Fig. 1: run 1, local utilization
Drawn at 2 px/um. The die is cut into 16 by 12 equal tiles; black is low, pale yellow is high, 0 to 100% covered.
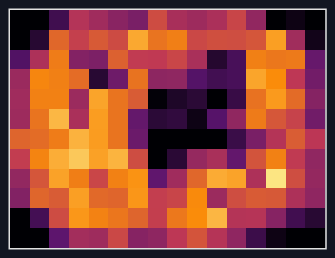
Fig. 2: run 1, floorplan with the power grid
Drawn at 2 px/um. Pins as bars on the die edge.
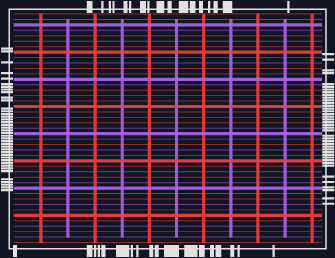
Fig. 3: run 1, sequential cells colored by netlist name
Drawn at 2 px/um. Other sequential cells in the stronger gray, the rest of the logic in the fainter gray.
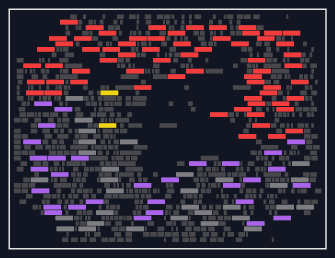
==> config.mk <==
export PLATFORM = sky130hd
export DESIGN_NAME = rvc_fetch_aligner_flat
export DESIGN_NICKNAME = d
export VERILOG_FILES = /design/src/rtl/rvc_fetch_aligner_if.sv /design/src/rtl/rvc_fetch_aligner.sv /design/src/flat_wrapper.sv
export SDC_FILE = /design/constraint.sdc
export NUM_CORES = 1
export LEC_CHECK = 0
export CORE_ASPECT_RATIO = 0.75
export CORE_MARGIN = 1.5
export CORE_UTILIZATION = 35
export DETAILED_ROUTE_END_ITERATION = 8
export PLACE_DENSITY = 0.69
export SYNTH_ARGS = -nofsm -noshare
export SYNTH_HDL_FRONTEND = slang
export SYNTH_SLANG_ARGS = --single-unit
==> constraint.sdc <==
create_clock -name clk -period 2.25 [get_ports clk]
set_clock_uncertainty 0.05 [all_clocks]
set_input_delay 0.45 -clock clk [delete_from_list [all_inputs] [get_ports clk]]
set_output_delay 0.45 -clock clk [all_outputs]
set_load 0.03 [all_outputs]
==> src/rtl/rvc_fetch_aligner_if.sv <==
// Fetch/align bus bundle: instruction-memory request/response, decode handshake and redirect.
// The aligner drives through the master modport; the memory/decode side uses slave.
interface rvc_fetch_aligner_if;
    logic        mem_req;
    logic [31:0] mem_addr;
    logic [31:0] mem_rdata;
    logic        instr_valid;
    logic        instr_ready;
    logic [31:0] instr;
    logic [31:0] instr_pc;
    logic        instr_is_c;
    logic        redirect;
    logic [31:0] redirect_pc;

    modport master (
        output mem_req, mem_addr, instr_valid, instr, instr_pc, instr_is_c,
        input  mem_rdata, instr_ready, redirect, redirect_pc
    );

    modport slave (
        input  mem_req, mem_addr, instr_valid, instr, instr_pc, instr_is_c,
        output mem_rdata, instr_ready, redirect, redirect_pc
    );
endinterface

==> src/rtl/rvc_fetch_aligner.sv <==
// RV32IC fetch aligner: word fetches into a 4-halfword buffer, one 16/32-bit instruction per handshake.
// Define RVC_EN for compressed support; without it every instruction is treated as 32-bit.
module rvc_fetch_aligner #(
    parameter logic [31:0] RESET_PC = 32'h0000_0000
) (
    input  logic                  clk,
    input  logic                  rst,
    rvc_fetch_aligner_if.master   bus
);

`ifdef RVC_EN
    localparam logic RVC = 1'b1;
`else
    localparam logic RVC = 1'b0;
`endif

    logic [63:0] buf_r;
    logic [2:0]  hw_cnt_r;
    logic [31:0] buf_pc_r;
    logic [31:0] fetch_pc_r;
    logic        drop_lo_r;
    logic        resp_pend_r;
    logic        resp_drop_r;

    logic [15:0] hw0_s;
    logic [15:0] hw1_s;
    logic        is_c_s;
    logic        valid_s;
    logic        fire_s;
    logic [2:0]  consumed_s;
    logic [2:0]  resp_hw_s;
    logic [2:0]  cnt_after_s;
    logic [2:0]  level_s;
    logic        req_s;
    logic [15:0] app_lo_s;
    logic [63:0] shifted_s;
    logic [63:0] buf_nx_s;
    logic [31:0] redir_buf_pc_s;
    logic [31:0] redir_fetch_pc_s;

    // Instruction decode of the oldest halfword and the fetch throttle
    always_comb begin
        hw0_s       = buf_r[15:0];
        hw1_s       = buf_r[31:16];
        is_c_s      = RVC && (hw0_s[1:0] != 2'b11);
        valid_s     = is_c_s ? (hw_cnt_r >= 3'd1) : (hw_cnt_r >= 3'd2);
        fire_s      = valid_s && bus.instr_ready;
        consumed_s  = fire_s ? (is_c_s ? 3'd1 : 3'd2) : 3'd0;
        resp_hw_s   = resp_pend_r ? (resp_drop_r ? 3'd1 : 3'd2) : 3'd0;
        cnt_after_s = hw_cnt_r - consumed_s;
        level_s     = cnt_after_s + resp_hw_s;
        // rst gates the request so nothing is issued while reset is held
        req_s       = rst && !bus.redirect && (level_s <= 3'd2);
        // redirect_pc[1] only survives into buf_pc when compressed fetch is enabled
        redir_buf_pc_s   = bus.redirect_pc & {30'h3FFF_FFFF, RVC, 1'b0};
        redir_fetch_pc_s = bus.redirect_pc & 32'hFFFF_FFFC;
    end

    // Next buffer contents: shift out consumed halfwords, then append the response
    always_comb begin
        case (consumed_s)
            3'd1:    shifted_s = {16'h0000, buf_r[63:16]};
            3'd2:    shifted_s = {32'h0000_0000, buf_r[63:32]};
            default: shifted_s = buf_r;
        endcase
        app_lo_s = resp_drop_r ? bus.mem_rdata[31:16] : bus.mem_rdata[15:0];
        buf_nx_s = shifted_s;
        for (int i = 0; i < 4; i++) begin
            if ((resp_hw_s != 3'd0) && (3'(i) == cnt_after_s)) begin
                buf_nx_s[16*i +: 16] = app_lo_s;
            end else if ((resp_hw_s == 3'd2) && (3'(i) == cnt_after_s + 3'd1)) begin
                buf_nx_s[16*i +: 16] = bus.mem_rdata[31:16];
            end else begin
                buf_nx_s[16*i +: 16] = shifted_s[16*i +: 16];
            end
        end
    end

    // Buffer, PC and outstanding-request state
    always_ff @(posedge clk or negedge rst) begin
        if (!rst) begin
            buf_r       <= 64'h0;
            hw_cnt_r    <= 3'd0;
            buf_pc_r    <= RESET_PC;
            fetch_pc_r  <= RESET_PC & 32'hFFFF_FFFC;
            drop_lo_r   <= 1'b0;
            resp_pend_r <= 1'b0;
            resp_drop_r <= 1'b0;
        end else if (bus.redirect) begin
            hw_cnt_r    <= 3'd0;
            buf_pc_r    <= redir_buf_pc_s;
            fetch_pc_r  <= redir_fetch_pc_s;
            drop_lo_r   <= RVC & bus.redirect_pc[1];
            resp_pend_r <= 1'b0;
        end else begin
            buf_r    <= buf_nx_s;
            hw_cnt_r <= level_s;
            buf_pc_r <= buf_pc_r + {28'h0, consumed_s, 1'b0};
            if (req_s) begin
                fetch_pc_r  <= fetch_pc_r + 32'd4;
                resp_pend_r <= 1'b1;
                resp_drop_r <= drop_lo_r;
                drop_lo_r   <= 1'b0;
            end else begin
                resp_pend_r <= 1'b0;
            end
        end
    end

    // Output drive straight from the buffer registers
    always_comb begin
        bus.mem_req     = req_s;
        bus.mem_addr    = fetch_pc_r;
        bus.instr_valid = valid_s;
        bus.instr_pc    = buf_pc_r;
        bus.instr_is_c  = valid_s && is_c_s;
        if (!valid_s) begin
            bus.instr = 32'h0;
        end else if (is_c_s) begin
            bus.instr = {16'h0000, hw0_s};
        end else begin
            bus.instr = {hw1_s, hw0_s};
        end
    end

endmodule
==> src/flat_wrapper.sv <==
// flat-port wrapper written by rule: the top's interface ports become plain ports
module rvc_fetch_aligner_flat 
#(
    parameter logic [31:0] RESET_PC = 32'h0000_0000
)
  (clk, rst, bus_mem_req, bus_mem_addr, bus_instr_valid, bus_instr, bus_instr_pc, bus_instr_is_c, bus_mem_rdata, bus_instr_ready, bus_redirect, bus_redirect_pc);
  rvc_fetch_aligner_if bus_i ();
  input  logic clk;
  input  logic rst;
  output wire logic [$bits(bus_i.mem_req)-1:0] bus_mem_req;
  output wire logic [$bits(bus_i.mem_addr)-1:0] bus_mem_addr;
  output wire logic [$bits(bus_i.instr_valid)-1:0] bus_instr_valid;
  output wire logic [$bits(bus_i.instr)-1:0] bus_instr;
  output wire logic [$bits(bus_i.instr_pc)-1:0] bus_instr_pc;
  output wire logic [$bits(bus_i.instr_is_c)-1:0] bus_instr_is_c;
  input wire logic [$bits(bus_i.mem_rdata)-1:0] bus_mem_rdata;
  input wire logic [$bits(bus_i.instr_ready)-1:0] bus_instr_ready;
  input wire logic [$bits(bus_i.redirect)-1:0] bus_redirect;
  input wire logic [$bits(bus_i.redirect_pc)-1:0] bus_redirect_pc;
  assign bus_mem_req = bus_i.mem_req;
  assign bus_mem_addr = bus_i.mem_addr;
  assign bus_instr_valid = bus_i.instr_valid;
  assign bus_instr = bus_i.instr;
  assign bus_instr_pc = bus_i.instr_pc;
  assign bus_instr_is_c = bus_i.instr_is_c;
  assign bus_i.mem_rdata = bus_mem_rdata;
  assign bus_i.instr_ready = bus_instr_ready;
  assign bus_i.redirect = bus_redirect;
  assign bus_i.redirect_pc = bus_redirect_pc;
  rvc_fetch_aligner #(.RESET_PC(RESET_PC)) u_core (.clk(clk), .rst(rst), .bus(bus_i));
endmodule
==> impl_metrics.json, run 1 <==
{
  "power_density_nw_per_um2": 753,
  "cp.required_ns": 1.75,
  "crit_end": "bus_mem_req",
  "globalRouteOverflowTotal": 0,
  "wire_per_inst_um": 17.2,
  "r2r-end": "u_core.bus.mem_addr[19]",
  "synth_top_flop_cell": "dfrtp_1",
  "period_needed_ns": 2.31,
  "ys.flops": 127,
  "path_cells": "buf_6 > nor2b_4 > mux2i_2 > buf_6 > o21ai_4 > nor2_2 > buf_6",
  "fin_setup_tns_ns": -0.0597,
  "slowest_delay_ns": 0.35,
  "met1_usage_pct": 31.4,
  "setup_viol": 1,
  "synth.distinct_cells": 50,
  "use_met3_pct": 4.04,
  "worst-path-stages": 7,
  "nNetsFinal": 891,
  "worst_slew_pin_slew_ns": 0.682,
  "grt_busiest_layer": "met1",
  "status": "finished with violations",
  "fin_cells": 1077,
  "critPathBufInv": 3,
  "violations": "negative setup slack",
  "clkSinkCount": 127,
  "antenna_found_initial": 1,
  "die_area_um2": 18800,
  "slowest_stage": "dfrtp_1",
  "rsz0062_at_grt": "yes",
  "synth-edff-count": 0,
  "hpwl_mm": 12.4,
  "clock_latency_ns": 0.42,
  "yosysWarnings": 0,
  "syn_avg_cell_area_um2": 9.96,
  "drc_errors": 0,
  "worst_slack_ns": -0.0597,
  "crit_family": "buffers and inverters",
  "r2r.worst_path.cells": 9,
  "leakagePower_uw": 0.00376,
  "synthArstFlopShare_pct": 100,
  "drtAntennaViolNets": 0
}
## Picture notes: Fig. 1
mean over tiles: 46%
densest ninth of the die: west
tiles over 75% full: 13%
fullest tile: 94%
nearly empty tiles: 8.9%
emptiest ninth of the die: center
fin util: 51.0%
initial core utilization: 35.7%
core area: 17,600 um2

## Picture notes: Fig. 2
legend:
  VDD:
    color: purple
  VSS:
    color: red
met5 straps: 8
signal pins: 167
met4 straps: 11
met1 rails: 43
peak supply drop: 0.402 mV
die y size: 119 um

## Picture notes: Fig. 3
legend:
  u_core.bus.mem_addr:
    color: purple
    sequential_cells: 30
  u_core.buf_r:
    color: red
    sequential_cells: 64
  u_core.hw_cnt_r:
    color: yellow
    sequential_cells: 2
not colored: 31
Flop+latch power: 2760 uW
register area: 3180 um2
sequential share of cell area: 35.4%

## run 1: report_power, final
part	total (uW)	switching (uW)	leakage [uW]	internal [uW]
logic	1370	761	0.00192	612
registers	2760	217	0.00156	2550
clock network	2620	1020	0.000276	1600
total	6760	2000	0.00376	4760
## run 1: repair_timing
item                       CTS  global route
cloned                       0             1
gates resized              137            31
hold endpoints to repair     7             0
setup endpoints to repair   32            14
pin swaps                    1             3
hold buffers                 1             0
setup buffers                1             5
## run 1: layout make-up
type                    count  area (um2)
inverters                   4        15.0
clock buffers              22         474
repair buffers            214        1950
diodes                      1        2.50
well taps                 242         303
clock inverters            10        87.6
flip-flops and latches    127        3180
multi-input cells         457        2970
fillers                  1586        8630
## run 1: cells in the mapped netlist, drive strengths merged (2+ instances only)
master / instances / area [um2]
and3: 13 / 82.6
nor4: 5 / 43.8
nor3: 5 / 25.0
o21ai: 62 / 322
nor2b: 4 / 27.5
buf: 19 / 113
a22oi: 32 / 240
o31a: 4 / 35.0
mux2: 14 / 158
xor2: 19 / 166
nand2: 61 / 229
o21a: 6 / 45.0
ha: 2 / 25.0
clkbuf: 27 / 103
and4: 6 / 52.6
dfrtp: 127 / 3180
nand4: 15 / 93.8
nor3b: 3 / 27.5
and2: 37 / 231
nand2b: 3 / 18.8
a22o: 27 / 236
mux2i: 2 / 20.0
a31oi: 17 / 106
nand3: 14 / 70.1
a21oi: 21 / 105
o2111ai: 7 / 61.3
inv: 4 / 15.0
or3: 14 / 90.1
xnor2: 14 / 123
or2: 2 / 12.5
nor2: 31 / 116
a311oi: 6 / 52.6
## run 1: through the flow
step	cell area [um2]	setup WS, ns	utilization, %	total power (uW)	hold slack [ns]
6_report	8980	-0.0597	51.0	6760	0.259
5_1_grt	8980	-0.124	51.0	7070	0.334
4_1_cts	8930	-0.123	50.7	6820	0.288
2_1_floorplan	6300	0.108	-	3500	0.104
3_5_place_dp	8420	-0.390	47.8	4180	0.373
3_3_place_gp	8420	-0.337	47.8	4160	0.369
## run 1: flip-flops by register name, summed over array words and instances (netlist names)
register and flops:
u_core.buf_r 64, u_core.bus.instr_pc 30, u_core.bus.mem_addr 30, u_core.hw_cnt_r 2, u_core.resp_pend_r 1
## run 1: cell families (layout without fill, tap and decap cells)
group                    Yosys count  in the layout  share of synthesized area (%)
other                              1              6                         0.0598
XOR/XNOR                          33             33                           4.61
adder cells (fa/ha/maj)            2              2                          0.399
AND/OR/NAND/NOR                  215            215                           18.1
buffers and inverters             50            250                           3.67
flip-flops                       127            127                           50.6
AND-OR/OR-AND                    186            186                           19.7
multiplexers                      16             16                           2.83
## run 1: layer usage
layer  vias to the layer above  share of wire (%)
met4                         0               0.53
met3                         9                5.0
li1                       2676                  -
met2                       160                 44
met1                      2804                 51
met5                         -                  0
## run 1: worst reg2reg max path: cells and delay by family (launching register included)
| family | cells | cell delay [ns] |
|---|---|---|
| flops | 1 | 0.35 |
| mux | 2 | 0.55 |
| buf+inv | 4 | 0.69 |
| simple gates | 1 | 0.16 |
| xor+xnor | 1 | 0.14 |
| compound gates | 1 | 0.15 |
==> run 2: changes to the inputs <==
--- a/config.mk
+++ b/config.mk
@@ -5,6 +5,7 @@
 export SDC_FILE = /design/constraint.sdc
 export NUM_CORES = 1
 export LEC_CHECK = 0
+export ABC_CLOCK_PERIOD_IN_PS = 2250
 export CORE_ASPECT_RATIO = 0.75
 export CORE_MARGIN = 1.5
 export CORE_UTILIZATION = 35
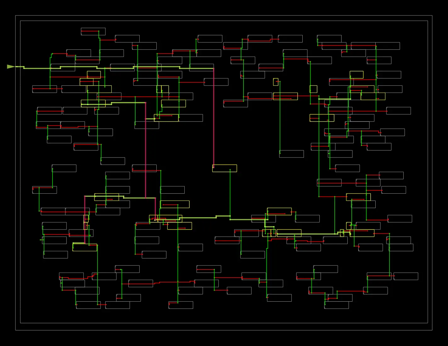
Fig. 4. Clock nets (run 2).
Insertion Delay late pin: 0.42 ns
clk sinks: 127
CTS Buf Count: 17
registers: 127

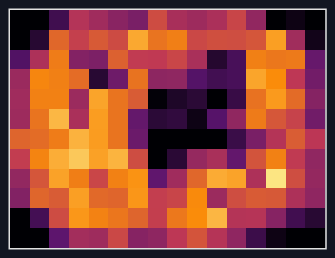
Fig. 5. Local utilization (run 2).
Drawn at 2 px/um. The die is cut into 16 by 12 equal tiles; black is low, pale yellow is high, 0 to 100% covered.
mean over tiles: 46%
fullest tile: 94%
tiles over 75% full: 13%

==> run 2 against run 1 <==
  * Critical endpoint unchanged
  * Worst hold slack stayed put
  * Synthesized area stayed put
  * Core utilization stayed put
  * First-iteration DRC count stayed put
  * Sequential share of layout area stayed put
  * Die size stayed put
  * Via count stayed put
  * The run still ends with negative setup slack left
  * Clock power hardly changed
==> impl_metrics.json, run 2 <==
{
  "endpoint_kind": "output pin",
  "pwr-share-comb_pct": 20.3,
  "power_uw": 6760,
  "switchingPower_uw": 2000,
  "ir_drop_mv": 0.402,
  "synthArstFlopShare_pct": 100,
  "p_clk_share_pct": 38.8,
  "power_density_nw_per_um2": 753,
  "core-area_um2": 17600,
  "pre_cts_slack_ns": -0.390,
  "fillCellCount": 1586,
  "yosys.area.top_type": "dfrtp_1",
  "final_area_um2": 8980,
  "grt.total_usage_pct": 20.3,
  "hpwl_mm": 12.4,
  "cp.required_ns": 1.75,
  "switching_share_pct": 29.6,
  "nNetsFinal": 891,
  "rsz0062_at_grt": "yes",
  "hold_ws_ns": 0.259,
  "largest_reg_flops": 64,
  "violations": "negative setup slack",
  "leakagePower_uw": 0.00376,
  "layout-drive-gt1-share_pct": 18.7,
  "drt_iter0_markers": 320,
  "wire_per_inst_um": 17.2,
  "antenna_found_initial": 1,
  "finalCritPeriodShare_pct": 103,
  "drtAntennaViolNets": 0,
  "synthDominantCellAreaShare_pct": 50.6,
  "largest_register": "u_core.buf_r",
  "r2r-end": "u_core.bus.mem_addr[19]",
  "yosysWarnings": 0,
  "seq_area_um2": 3180,
  "place_congestion": 0.806,
  "globalRouteOverflowTotal": 0,
  "dr.pass1.iters": 4,
  "synth.distinct_cells": 50,
  "drc_errors": 0,
  "setup_viol": 1,
  "yosysMostFrequentCell": "dfrtp_1",
  "ys.flops": 127,
  "fp_util_pct": 35.7,
  "layout.area.comb_um2": 2970,
  "top_cells_by_area": "dfrtp_1 51%, o21ai_0 4.2%, a22oi_1 3.8%",
  "status": "finished with violations",
  "synth-edff-count": 0,
  "synthTopCellsByCount": "127 x dfrtp_1, 61 x nand2_1, 53 x o21ai_0",
  "wirelength_mm": 18.6,
  "placed_cell_area_um2": 8420,
  "period_needed_ns": 2.31,
  "worst_slew_pin_slew_ns": 0.682,
  "syn_avg_cell_area_um2": 9.96,
  "seqPwrFrac_pct": 40.9,
  "synth_top_flop_cell": "dfrtp_1",
  "die_y_um": 119,
  "yosys_area_um2": 6280,
  "tool_warnings": 32,
  "ys_cells": 630,
  "r2r.worst_path.cells": 9,
  "p_int_uw": 4760,
  "fin_cells": 1077,
  "crit_end": "bus_mem_req",
  "worst_slack_ns": -0.0597,
  "die_area_um2": 18800
}
[run 2: cell counts after synthesis]
No cell type changed its count.
[run 2: timing repair]
action	4_1_cts	5_1_grt
hold endpoints to repair	7	0
gates resized	137	31
pin swaps	1	3
hold buffers	1	0
setup buffers	1	5
gates cloned	0	1
setup endpoints to repair	32	14
[run 2: routing by layer]
layer  vias to the layer above  share of wire [%]  track usage, %
met2                       160                 44            28.6
met5                         -                  0               0
met3                         9                5.0            4.04
met1                      2804                 51            31.4
li1                       2676                  -               -
met4                         0               0.53            5.25
[run 2: cell families after synthesis]
group                      Yosys count  synth area share [%]
xor gates and xnor gates            33                  4.61
other                                1                0.0598
muxes                               16                  2.83
DFF                                127                  50.6
adders and majority gates            2                 0.399
buffers and inverters               50                  3.67
and+or+nand+nor                    215                  18.1
AOI/OAI and AO/OA                  186                  19.7
[run 2: worst min path at each step]
| stage | cells after the start | from | endpoint |
|---|---|---|---|
| finish | 3 | rst | u_core.bus.instr_pc[6] |
| global route | 3 | rst | u_core.bus.mem_addr[7] |
| CTS | 3 | rst | u_core.bus.mem_addr[8] |
| detailed placement | 2 | rst | u_core.bus.mem_addr[13] |
| global placement | 2 | rst | u_core.bus.mem_addr[9] |
| floorplan | 0 | rst | u_core.buf_r[0] |
[run 2: final cells by class]
type	instances	share of cell area, %
inverters	4	0.167
clock inverters	10	0.976
flip-flops and latches	127	35.4
well taps	242	3.37
clock buffers	22	5.28
repair buffers	214	21.7
multi-input cells	457	33.0
diodes	1	0.0279
[run 2: metrics by stage]
step                      utilization, %  setup TNS, ns
after floorplan                        -              0
after global placement              47.8         -11.65
after detailed placement            47.8         -14.85
after CTS                           50.7         -0.123
after global routing                51.0         -0.161
final                               51.0        -0.0597
[run 2: power by group through the flow]
stage               combinational, uW  sequential, uW  clock (uW)
finish                           1370            2760        2620
floorplan                         535            2970           0
global route                     1490            2810        2780
CTS                              1370            2760        2680
global placement                 1370            2790           0
detailed placement               1380            2800           0
[run 2: worst max-delay path, cell delays in order (launching register included)]
cell,delay [ns]
dfrtp_1,0.35
buf_6,0.11
nor2b_4,0.16
mux2i_2,0.28
buf_6,0.15
o21ai_4,0.06
nor2_2,0.14
buf_6,0.15
==> run 3: changes to the inputs <==
--- a/config.mk
+++ b/config.mk
@@ -8,9 +8,10 @@
 export ABC_CLOCK_PERIOD_IN_PS = 2250
 export CORE_ASPECT_RATIO = 0.75
 export CORE_MARGIN = 1.5
-export CORE_UTILIZATION = 35
+export CORE_UTILIZATION = 44
 export DETAILED_ROUTE_END_ITERATION = 8
-export PLACE_DENSITY = 0.69
+export PLACE_DENSITY = 0.83
+export REMOVE_ABC_BUFFERS = 1
 export SYNTH_ARGS = -nofsm -noshare
 export SYNTH_HDL_FRONTEND = slang
 export SYNTH_SLANG_ARGS = --single-unit
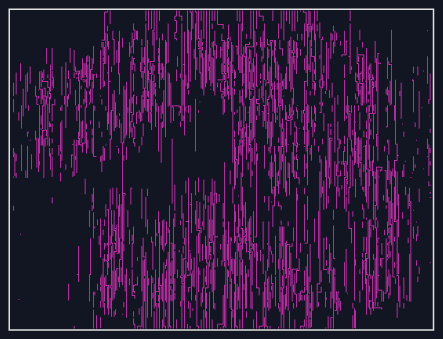
Fig. 6. M2 wires (run 3).
Drawn at 3 px/um.
longest straight run: 47.3 um
wire length on this layer: 8,540 um
vias after detailed routing: 5,769
grt met2 use: 37.6%
Routed WL: 17.9 mm

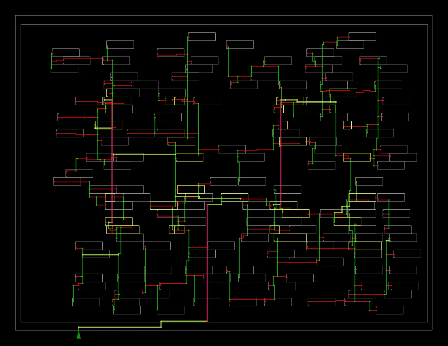
Fig. 7. Clock nets (run 3).
Insertion Delay late pin: 0.41 ns
Clock group: 2700 uW
CLK BUF: 17

==> run 3 against run 2 <==
  * The run now ends clean
  * Combinational power about the same
  * Clock power is 3% higher
  * Global-route usage up 3.6 points
  * Sequential share of layout area up 0.63 points
  * Non-clock buffer count decreased by 5
  * Wire length is 3.3% lower
==> impl_metrics.json, run 3 <==
{
  "finalCritPeriodShare_pct": 98.8,
  "synthTopCellsByCount": "127 x dfrtp_1, 61 x nand2_1, 53 x o21ai_0",
  "ys_sh_simple_pct": 18.1,
  "dr.pass1.iters": 5,
  "setup_viol": 0,
  "placed_cell_area_um2": 8310,
  "mux_area_share_pct": 2.83,
  "top_cells_by_area": "dfrtp_1 51%, o21ai_0 4.2%, a22oi_1 3.8%",
  "layout-drive-gt1-share_pct": 18.3,
  "core-area_um2": 13800,
  "synth.comb.largest_family": "AND-OR/OR-AND gates",
  "fillCellCount": 1099,
  "layout.area.comb_um2": 2940,
  "slowest_delay_ns": 0.38,
  "p_clk_share_pct": 39.5,
  "crit_path_frequent_cell": "buf_4",
  "slowest_stage": "dfrtp_1",
  "synthDominantCellAreaShare_pct": 50.6,
  "fp_util_pct": 45.3,
  "antenna_found_initial": 0,
  "cp.required_ns": 1.75,
  "rsz0062_at_grt": "yes",
  "cts_made_buffers": 17,
  "period_needed_ns": 2.22,
  "crit_family": "buffers and inverters",
  "status": "finished, final reports clean",
  "ir_drop_mv": 0.635,
  "antenna_cells": 0,
  "die_y_um": 106,
  "hpwl_mm": 12.3,
  "p_int_uw": 4800,
  "final_area_um2": 8820,
  "endpoint_kind": "output pin",
  "die_area_um2": 15000,
  "synth-edff-count": 0
}
==> run 3: cell count changes in the layout (fill, tap and decap cells not counted), moves of 2 or more <==
cell	previous run	this run
inv_6	0	6
buf_6	5	2
clkbuf_8	3	0
clkbuf_1	2	0
==> run 3: final timing paths <==
check	slack (ns)	cells after the start	from	to
max	0.03	7	u_core.hw_cnt_r[1]	bus_mem_req
min	0.13	2	rst	u_core.bus.mem_addr[8]
max reg2reg	0.06	9	u_core.hw_cnt_r[1]	u_core.bus.mem_addr[30]
min reg2reg	0.42	2	u_core.buf_r[17]	u_core.buf_r[17]
max in group asynchronous	1.01	3	rst	u_core.buf_r[47]
min in group clk	0.41	4	rst	u_core.resp_pend_r
==> run 3: per-stage QoR <==
step / util, % / instances / setup slack [ns] / hold slack (ns)
CTS: 63.9 / 1001 / -0.00946 / 0.126
global placement: 60.1 / 968 / -0.341 / 0.403
global route: 63.7 / 1004 / -0.0590 / 0.153
floorplan: - / 588 / -0.755 / 0.104
finish: 63.7 / 1004 / 0.0265 / 0.126
detailed placement: 60.1 / 968 / -0.373 / 0.412
==> run 3: power groups by stage <==
stage / Clock, uW / Combinational (uW) / Sequential, uW
2_1_floorplan: 0 / 501 / 2970
3_3_place_gp: 0 / 1340 / 2780
3_5_place_dp: 0 / 1370 / 2800
4_1_cts: 2730 / 1360 / 2760
5_1_grt: 2850 / 1460 / 2810
6_report: 2700 / 1360 / 2770
==> run 3: worst reg2reg max path, stage by stage, from the launching register on <==
cell and delay, ns:
dfrtp_1 0.38, buf_6 0.12, nand2b_1 0.14, a21oi_1 0.15
buf_4 0.17, buf_4 0.14, o2111ai_4 0.16, buf_6 0.18
or3_2 0.44, a31oi_1 0.17
==> run 3: final cells by class <==
| class | instances | share of cell area (%) |
|---|---|---|
| Clock buffer | 17 | 4.82 |
| Clock inverter | 15 | 1.77 |
| Inverter | 4 | 0.170 |
| Multi-Input combinational cell | 457 | 33.4 |
| Sequential cell | 127 | 36.0 |
| Tap cell | 175 | 2.48 |
| Timing Repair Buffer | 209 | 21.4 |
==> run 3: per-layer routing <==
| layer | track usage, % | part of all wire (%) | up-vias |
|---|---|---|---|
| li1 | - | - | 2661 |
| met1 | 33.1 | 44 | 2838 |
| met2 | 37.6 | 48 | 239 |
| met3 | 4.23 | 6.2 | 31 |
| met4 | 9.23 | 2.2 | 0 |
| met5 | 0 | 0 | - |
==> run 3: cells by family (layout without fill, tap and decap cells) <==
| group | count (synthesis) | in the layout |
|---|---|---|
| adder cells (fa/ha/maj) | 2 | 2 |
| other | 1 | 5 |
| buffers and inverters | 50 | 245 |
| AND/OR/NAND/NOR | 215 | 215 |
| AND-OR/OR-AND | 186 | 186 |
| multiplexers | 16 | 16 |
| flip-flops | 127 | 127 |
| XOR/XNOR | 33 | 33 |
==> run 3: what timing repair did <==
action,CTS,global route
resized,128,38
buffers inserted,3,2
pin swaps,2,2
setup endpoints to repair,33,25
cloned,0,1
Power is estimated from default activity; no workload was simulated.
